==> config.mk <==
export PLATFORM = sky130hd
export DESIGN_NAME = counter_button_ctrl
export DESIGN_NICKNAME = d
export VERILOG_FILES = /design/src/rtl/counter_button_ctrl_pkg.sv /design/src/rtl/counter_button_ctrl_debounce_edge.sv /design/src/rtl/counter_button_ctrl.sv
export SDC_FILE = /design/constraint.sdc
export NUM_CORES = 1
export LEC_CHECK = 0
export ABC_AREA = 0
export CAP_MARGIN = 0
export CORE_UTILIZATION = 25
export DETAILED_ROUTE_END_ITERATION = 8
export PLACE_DENSITY_LB_ADDON = 0.25
export SLEW_MARGIN = 20
export SYNTH_ARGS = -nofsm -noshare
export SYNTH_HDL_FRONTEND = slang
export SYNTH_SLANG_ARGS = --single-unit
==> constraint.sdc <==
create_clock -name clk -period 2.5 [get_ports clk]
set_input_delay 0.5 -clock clk [delete_from_list [all_inputs] [get_ports clk]]
set_output_delay 0.5 -clock clk [all_outputs]
set_load 0.02 [all_outputs]
Met4 routing:
(3 px per µm) Supply wires on this layer in gray.
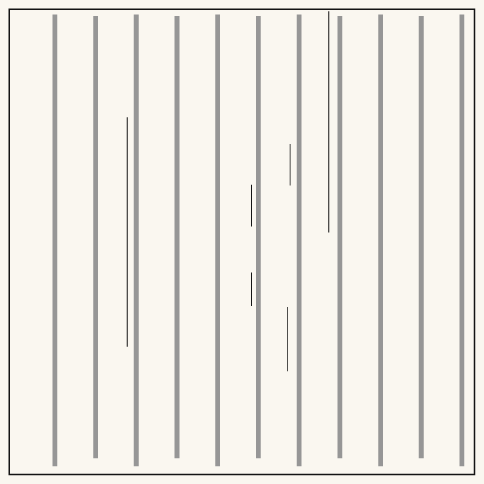
nets with wire on the layer: 3
wire length on this layer: 209 µm
routed wire length: 12630 µm
DR vias: 4711

Routing congestion:
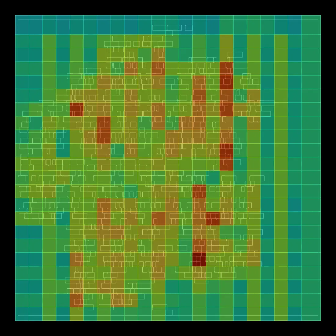
routed len/inst: 12.71 µm
met3 Use GR: 3.474%
final core utilization: 31.26%
gr busiest metal: met2
all-layer global routing usage: 11.13%

Routed metal per tile:
(2 px per µm) The die is cut into 31 by 31 equal tiles; white is low, dark blue is high, scaled to the fullest tile. Values are wire area over tile area, all layers added.
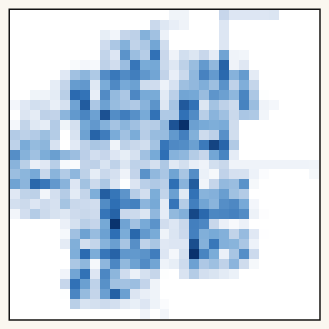
densest ninth of the die: center
mean over tiles: 0.082
tiles over half the peak: 16%
nearly empty tiles: 41%
fullest tile: 0.39
emptiest ninth of the die: south-east

Zoomed window:
Region (62, 31) to (92, 61) µm. Cells in gray, sequential cells in the stronger gray; small squares are vias.
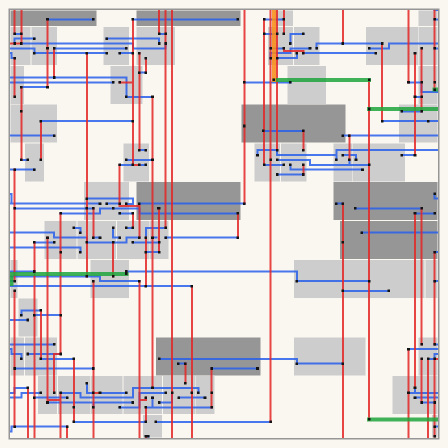
[green] met3
[orange] met4
[red] met2
[blue] met1
most frequent: nand2_1 (5), dfxtp_1 (5)
cells with their middle in the window: 45
sequential cells in the window: 5

==> impl_metrics.ini <==
; flow metrics
[run_status]
status = completed

[synthesis]
synth_flops = 128
simple_gate_area_share_pct = 30.09
top_area_cell = dfxtp_1
ys_types = 56
synth_warnings = 0
synth_area_um2 = 5822
ys_cells = 657
mux_share_pct = 2.794
flop_cell = dfxtp_1
netlist_top_cells_count = dfxtp_1 (128), nor2_1 (78), nand2_1 (42), xor2_1 (39), nand3_1 (38)

[routing]
drtPass1Iterations = 6
wl_met2_um = 5439
drc = 0
antenna_left = 0
drtIter0Drc = 271

[timing]
tightest_slew_ps = 1080
slew_viol_final = 0
final.period_utilization_pct = 89.08
finalClockSkew_ps = 15.11
hold_violations = 0

[worst_setup_path]
path_buffers = 1
cp_max_fo = 8
cp_num_cells = 6
crit_path_cell_trace = or4b_4 -> or4_1 -> buf_4 -> nor2_2 -> or4_1 -> a21oi_1
cp-end-kind = flip-flop
worstPathRequired_ps = 2770

[finish]
seq_cells = 128
nFillCells = 2383
nClkBuffers = 19
signal_buffers = 49
antennaDiodeCount = 0
area_share_clock_buf_inv_pct = 8.548
comb_area_um2 = 3126
syn2layout_area_growth_pct = 21.94
final_cell_mix = dfxtp_1 (128), nor2_1 (78), nand2_1 (42)
comb_share_pct = 44.03
layout-drive-gt1-share_pct = 10.16
seq_area_um2 = 2562

[power]
power_uw = 4725
seqPwrFrac_pct = 43.9
p_sw_share_pct = 21.59
p_sw_uw = 1020
p_per_area_nw_per_um2 = 665.6
clkPwrFrac_pct = 53.5
intPower_uw = 3705

[die]
die_h_um = 154.6
die.size.x_um = 154.6
die_area_um2 = 23900
rows = 55
fp_util_pct = 25.64
io_pins = 28
core_um2 = 22710
tapCellCount = 285

[clocking]
clkTransAtPathRegs_ps = 60
clk_latency_ps = 420
cts.sinks = 128
cts_max_path_buffers = 2
cts-resized-gates = 0
postCtsHoldBufs = 0

[grt]
grt_max_degree = 57
grt_util_met1_pct = 14.56
antenna_found_initial = 0

[placement]
gp_congestion = 0.7278
place_hpwl_um = 8528

[min_path]
hold_path.class = flip-flop to flip-flop
stage by stage:
step | worst slack (ps) | cells
floorplan | 366.9 | 657
global placement | 259.5 | 962
detailed placement | 237.0 | 962
CTS | 232.6 | 994
global route | 61.08 | 994
finish | 273.0 | 994
cell families (layout without fill, tap and decap cells):
group                    count (synthesis)  count (layout)
XOR/XNOR                                55              55
AND-OR/OR-AND                          100             100
multiplexers                            16              16
buffers and inverters                   35              87
flip-flops                             128             128
adder cells (fa/ha/maj)                  4               4
AND/OR/NAND/NOR                        319             319
worst register-to-register path, cell delays in order (launching register included):
cell and delay [ps]:
dfxtp_1 350, or4b_4 570, or4_1 540, buf_4 200, nor2_2 230, or4_1 150
a21oi_1 60
